===== src/rtl/adder_share_ctrl_pkg.sv =====
// Shared types for the shared-adder controller: FSM state encoding and
// requester-id width derivation.
package adder_share_ctrl_pkg;

   localparam int STATE_W = 2;

   typedef enum logic [STATE_W-1:0] {
      ST_IDLE  = 2'd0,
      ST_GRANT = 2'd1,
      ST_CALC  = 2'd2,
      ST_DONE  = 2'd3
   } state_t;

   function automatic int id_width(input int reqs);
      return (reqs < 2) ? 1 : $clog2(reqs);
   endfunction

endpackage


===== src/rtl/adder_share_ctrl_rr_arbiter.sv =====
// Combinational round-robin arbiter: first asserted request at or after the
// pointer, wrapping from REQS-1 back to 0.
module rr_arbiter
   import adder_share_ctrl_pkg::*;
#(
   parameter int REQS = 4,
   parameter int ID_W = id_width(REQS)
) (
   input  logic [REQS-1:0] req,
   input  logic [ID_W-1:0] ptr,
   output logic [REQS-1:0] win,
   output logic [ID_W-1:0] win_idx,
   output logic            any
);

   logic [ID_W:0]   cand_s;
   logic            found_s;

   // Scan from the pointer; the first hit is the winner.
   always_comb begin
      win     = {REQS{1'b0}};
      win_idx = {ID_W{1'b0}};
      found_s = 1'b0;
      cand_s  = {(ID_W+1){1'b0}};
      for (int i = 0; i < REQS; i++) begin
         // ptr + i never exceeds 2*REQS-2, so one conditional subtract wraps it
         cand_s = {1'b0, ptr} + (ID_W+1)'(i);
         if (cand_s >= (ID_W+1)'(REQS)) begin
            cand_s = cand_s - (ID_W+1)'(REQS);
         end else begin
            cand_s = cand_s;
         end
         if (!found_s && req[cand_s[ID_W-1:0]]) begin
            found_s = 1'b1;
            win_idx = cand_s[ID_W-1:0];
         end else begin
            found_s = found_s;
         end
      end
      if (found_s) begin
         win[win_idx] = 1'b1;
      end else begin
         win = {REQS{1'b0}};
      end
      any = found_s;
   end

endmodule


===== src/rtl/adder_share_ctrl.sv =====
// Round-robin controller time-sharing one N-bit adder among REQS requesters;
// one operation every four cycles, result tagged with the owning requester id.
module adder_share_ctrl
   import adder_share_ctrl_pkg::*;
#(
   parameter int N    = 8,
   parameter int REQS = 4,
   localparam int ID_W = id_width(REQS)
) (
   input  logic              clk,
   input  logic              rst_n,
   input  logic [REQS-1:0]   req,
   input  logic [REQS*N-1:0] a_bus,
   input  logic [REQS*N-1:0] b_bus,
   output logic [REQS-1:0]   gnt,
   output logic              busy,
   output logic [N-1:0]      res,
   output logic              carry,
   output logic              res_valid,
   output logic [ID_W-1:0]   res_id
);

   state_t            state_r;
   state_t            state_nxt_s;
   logic [ID_W-1:0]   ptr_r;
   logic [ID_W-1:0]   ptr_nxt_s;
   logic [ID_W-1:0]   id_r;
   logic [N-1:0]      a_lat_r;
   logic [N-1:0]      b_lat_r;
   logic [N:0]        sum_s;
   logic [REQS-1:0]   win_s;
   logic [ID_W-1:0]   win_idx_s;
   logic              any_s;
   logic [REQS-1:0]   gnt_r;
   logic              busy_r;
   logic [N-1:0]      res_r;
   logic              carry_r;
   logic              res_valid_r;
   logic [ID_W-1:0]   res_id_r;

   rr_arbiter #(
      .REQS (REQS),
      .ID_W (ID_W)
   ) u_arb (
      .req     (req),
      .ptr     (ptr_r),
      .win     (win_s),
      .win_idx (win_idx_s),
      .any     (any_s)
   );

   // Adder on operands latched at grant time only.
   assign sum_s = {1'b0, a_lat_r} + {1'b0, b_lat_r};

   // Pointer moves one past the winner, wrapping at REQS.
   always_comb begin
      if (win_idx_s == ID_W'(REQS - 1)) begin
         ptr_nxt_s = {ID_W{1'b0}};
      end else begin
         ptr_nxt_s = win_idx_s + ID_W'(1);
      end
   end

   // Next-state logic: IDLE waits for a request, then a fixed three-step walk.
   always_comb begin
      state_nxt_s = state_r;
      case (state_r)
         ST_IDLE: begin
            if (any_s) begin
               state_nxt_s = ST_GRANT;
            end else begin
               state_nxt_s = ST_IDLE;
            end
         end
         ST_GRANT: state_nxt_s = ST_CALC;
         ST_CALC:  state_nxt_s = ST_DONE;
         ST_DONE:  state_nxt_s = ST_IDLE;
         default:  state_nxt_s = ST_IDLE;
      endcase
   end

   // State register.
   always_ff @(posedge clk or negedge rst_n) begin
      if (!rst_n) begin
         state_r <= ST_IDLE;
      end else begin
         state_r <= state_nxt_s;
      end
   end

   // Operand latches, arbitration pointer and registered outputs.
   always_ff @(posedge clk or negedge rst_n) begin
      if (!rst_n) begin
         ptr_r       <= {ID_W{1'b0}};
         id_r        <= {ID_W{1'b0}};
         a_lat_r     <= {N{1'b0}};
         b_lat_r     <= {N{1'b0}};
         gnt_r       <= {REQS{1'b0}};
         busy_r      <= 1'b0;
         res_r       <= {N{1'b0}};
         carry_r     <= 1'b0;
         res_valid_r <= 1'b0;
         res_id_r    <= {ID_W{1'b0}};
      end else begin
         busy_r <= (state_nxt_s != ST_IDLE);
         case (state_r)
            ST_IDLE: begin
               if (any_s) begin
                  a_lat_r <= a_bus[win_idx_s*N +: N];
                  b_lat_r <= b_bus[win_idx_s*N +: N];
                  id_r    <= win_idx_s;
                  gnt_r   <= win_s;
                  ptr_r   <= ptr_nxt_s;
               end else begin
                  gnt_r   <= {REQS{1'b0}};
               end
            end
            ST_GRANT: begin
               gnt_r            <= {REQS{1'b0}};
               {carry_r, res_r} <= sum_s;
            end
            ST_CALC: begin
               res_valid_r <= 1'b1;
               res_id_r    <= id_r;
            end
            ST_DONE: begin
               res_valid_r <= 1'b0;
            end
            default: begin
               gnt_r       <= {REQS{1'b0}};
               res_valid_r <= 1'b0;
            end
         endcase
      end
   end

   assign gnt       = gnt_r;
   assign busy      = busy_r;
   assign res       = res_r;
   assign carry     = carry_r;
   assign res_valid = res_valid_r;
   assign res_id    = res_id_r;

endmodule

===== config.mk =====
export PLATFORM = sky130hd
export DESIGN_NAME = adder_share_ctrl
export DESIGN_NICKNAME = d
export VERILOG_FILES = /design/src/rtl/adder_share_ctrl_pkg.sv /design/src/rtl/adder_share_ctrl_rr_arbiter.sv /design/src/rtl/adder_share_ctrl.sv
export SDC_FILE = /design/constraint.sdc
export NUM_CORES = 1
export LEC_CHECK = 0
export CORE_ASPECT_RATIO = 2
export CORE_MARGIN = 8
export CORE_UTILIZATION = 40
export CTS_CLUSTER_SIZE = 8
export DETAILED_ROUTE_END_ITERATION = 7
export HOLD_SLACK_MARGIN = 0.02
export PLACE_DENSITY = 0.73
export SYNTH_ARGS = -nofsm -noshare
export SYNTH_HDL_FRONTEND = slang
export SYNTH_SLANG_ARGS = --single-unit
export TNS_END_PERCENT = 10

===== constraint.sdc =====
create_clock -name clk -period 2 [get_ports clk]
set_input_delay 0.5 -clock clk [delete_from_list [all_inputs] [get_ports clk]]
set_output_delay 0.5 -clock clk [all_outputs]
set_load 0.05 [all_outputs]

Figure 1. Routed metal, one colour a layer (run 1).
(4 px per µm)
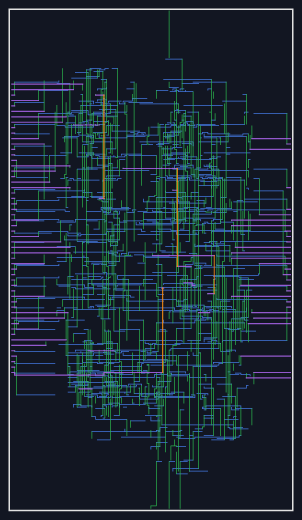
| colour | layer | wire length |
|---|---|---|
| purple | metal 3 | 598 µm |
| green | metal 2 | 3,250 µm |
| blue | metal 1 | 2,940 µm |
| orange | metal 4 | 80.9 µm |

Figure 2. Clock wires, drivers and flops (run 1).
(3 px per µm)
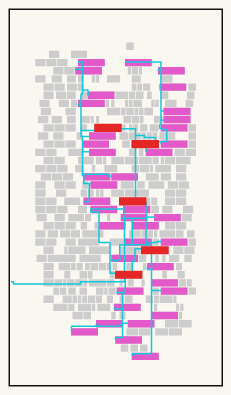
[cyan] clock wires | length: 495 µm
[red] clock drivers | count: 5
[magenta] flip-flops | count: 39
routed clock nets: 6

Figure 3. Supply network (run 1).
(4 px per µm) Pins as bars on the die edge.
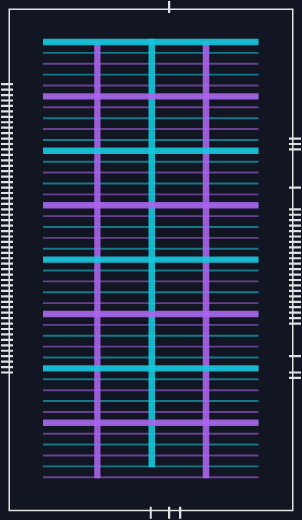
| colour | net |
|---|---|
| purple | VSS |
| cyan | VDD |
signal pins: 87
met4 straps: 3
met5 straps: 8
met1 rails: 41
rows: 40

Figure 4. Clock nets (run 1).
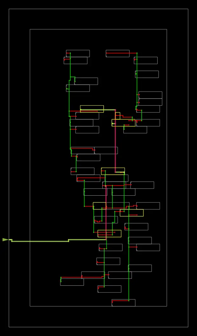
CTS Sinks: 39
Clock Buffer Count: 6
Clk. pwr: 0.000776 W
Setup Skew: 6.454 ps

==> results.cfg, run 1 <==
; synthesis and place-and-route metrics
[setup_path]
crit_cells = 8
crit_end = b_lat_r[1]$_DFFE_PN0P_
endpoint_kind = flop
reg2reg_depth = 7

[synthesis]
synth-seq-cells = 39
synthArstFlopShare = 1.000
ys_sh_mux = 0.1001
top_logic_kind = AND-OR/OR-AND gates
netlist_instances = 227

[die]
core-area_mm2 = 0.005856
fp_util = 0.4056

[finish]
combGateArea_mm2 = 0.001341
area.growth.synth_to_final_pct = 52.21
utilization = 0.6173
layout.nets = 415
n_antenna_cell = 0
lay_top_count = clkdlybuf4s50_1

[pwr]
intPower_w = 0.003414
ir_drop_mv = 1.377
powerComb_w = 0.00386

[global_route]
grt_use_met3 = 0.06176
grt.total_usage = 0.1569

[status]
status = finished clean

[route]
dr.pass1.iters = 4

[timing]
maxSlewHeadroom = 0.6571

[clock_network]
post_cts_buffers = 0

[place]
routabilityCongestion = 0.8608
Figure 5. Gate-type map (run 1).
(3 px per µm)
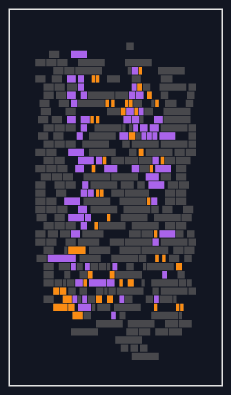

==> run 2: changes to the inputs <==
--- a/config.mk
+++ b/config.mk
@@ -5,13 +5,14 @@
 export SDC_FILE = /design/constraint.sdc
 export NUM_CORES = 1
 export LEC_CHECK = 0
+export ABC_AREA = 1
 export CORE_ASPECT_RATIO = 2
 export CORE_MARGIN = 8
-export CORE_UTILIZATION = 40
+export CORE_UTILIZATION = 43
 export CTS_CLUSTER_SIZE = 8
 export DETAILED_ROUTE_END_ITERATION = 7
 export HOLD_SLACK_MARGIN = 0.02
-export PLACE_DENSITY = 0.73
+export PLACE_DENSITY = 0.75
 export SYNTH_ARGS = -nofsm -noshare
 export SYNTH_HDL_FRONTEND = slang
 export SYNTH_SLANG_ARGS = --single-unit
Figure 6. Gate-type map (run 2).
(3 px per µm)
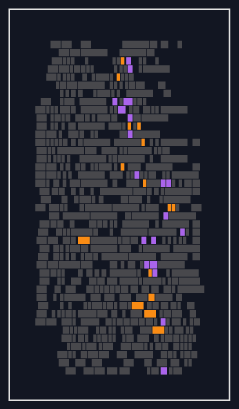
| colour | family | cells | most used |
|---|---|---|---|
| orange | nor cells | 15 | nor2_1 |
| purple | aoi and oai cells | 19 | o21ai_0 |

==> run 2 against run 1 <==
  * Worst hold slack worse by 110 ps
  * Fmax is 3.2% lower
  * Final cell count is 57% higher
  * Synthesized area is 17% higher
  * First-iteration DRC count is 11% higher
  * Sequential power hardly changed
  * Largest cell class unchanged
  * Utilization is 8.0 points higher
  * Die size is 7.5% higher
  * The run now ends with negative setup slack left
  * Non-clock buffer count is 20 higher
==> results.cfg, run 2 <==
; synthesis and place-and-route metrics
[finish]
utilization = 0.6974
comb_share = 0.3890
inv_count = 54
area.growth.synth_to_final_pct = 58.00
layout.nets = 614
combGateArea_mm2 = 0.001712
nClkBuffers = 5
n_antenna_cell = 0

[pwr]
ir_drop_mv = 1.155
powerComb_w = 0.00667
p_seq_w = 0.00145
power_leakage_nw = 2.284
pg_clk_w = 0.000916

[die]
core-area_mm2 = 0.006310
die_w_um = 72.91

[synthesis]
netlist_instances = 412
synth-seq-cells = 39
top_logic_kind = simple AND/OR/NAND/NOR gates
synthArstFlopShare = 1.000
ys_sh_mux = 0
synth_nets = 497
area_leaders = dfrtp_1 35%, nand2_1 22%, nand3_1 11%
syn-cell-area_mm2 = 0.002785

[clock_network]
post_cts_buffers = 2
post_cts_resized = 35
h-tree-depth = 2
clock-sinks = 39

[place]
routabilityCongestion = 0.8994

[route]
drtIter0Drc = 139
dr.pass1.iters = 4

[global_route]
grt_use_met3 = 0.03075
antenna_found_initial = 0
grt.overflow.total = 0
grt_use_met1 = 0.1722

[setup_path]
cpMostUsedCell = nor2_4
endpoint_kind = flop
reg2reg_depth = 13
crit_cells = 13
crit_end = b_lat_r[5]$_DFFE_PN0P_
crit_path_start = ptr_r[0]$_DFFE_PN0P_
startpoint_type = flop

[timing]
finalSetupViolCount = 9
maxSlewHeadroom = 0.6721
worst_slack_ps = -18.88
max_freq_mhz = 495.3
finClkSkew_ps = 4.586
fin_crit_sh = 1.009

[status]
violations = negative setup slack
status = finished, violations left
No activity file was given, so power comes from the tool's default toggle rates.
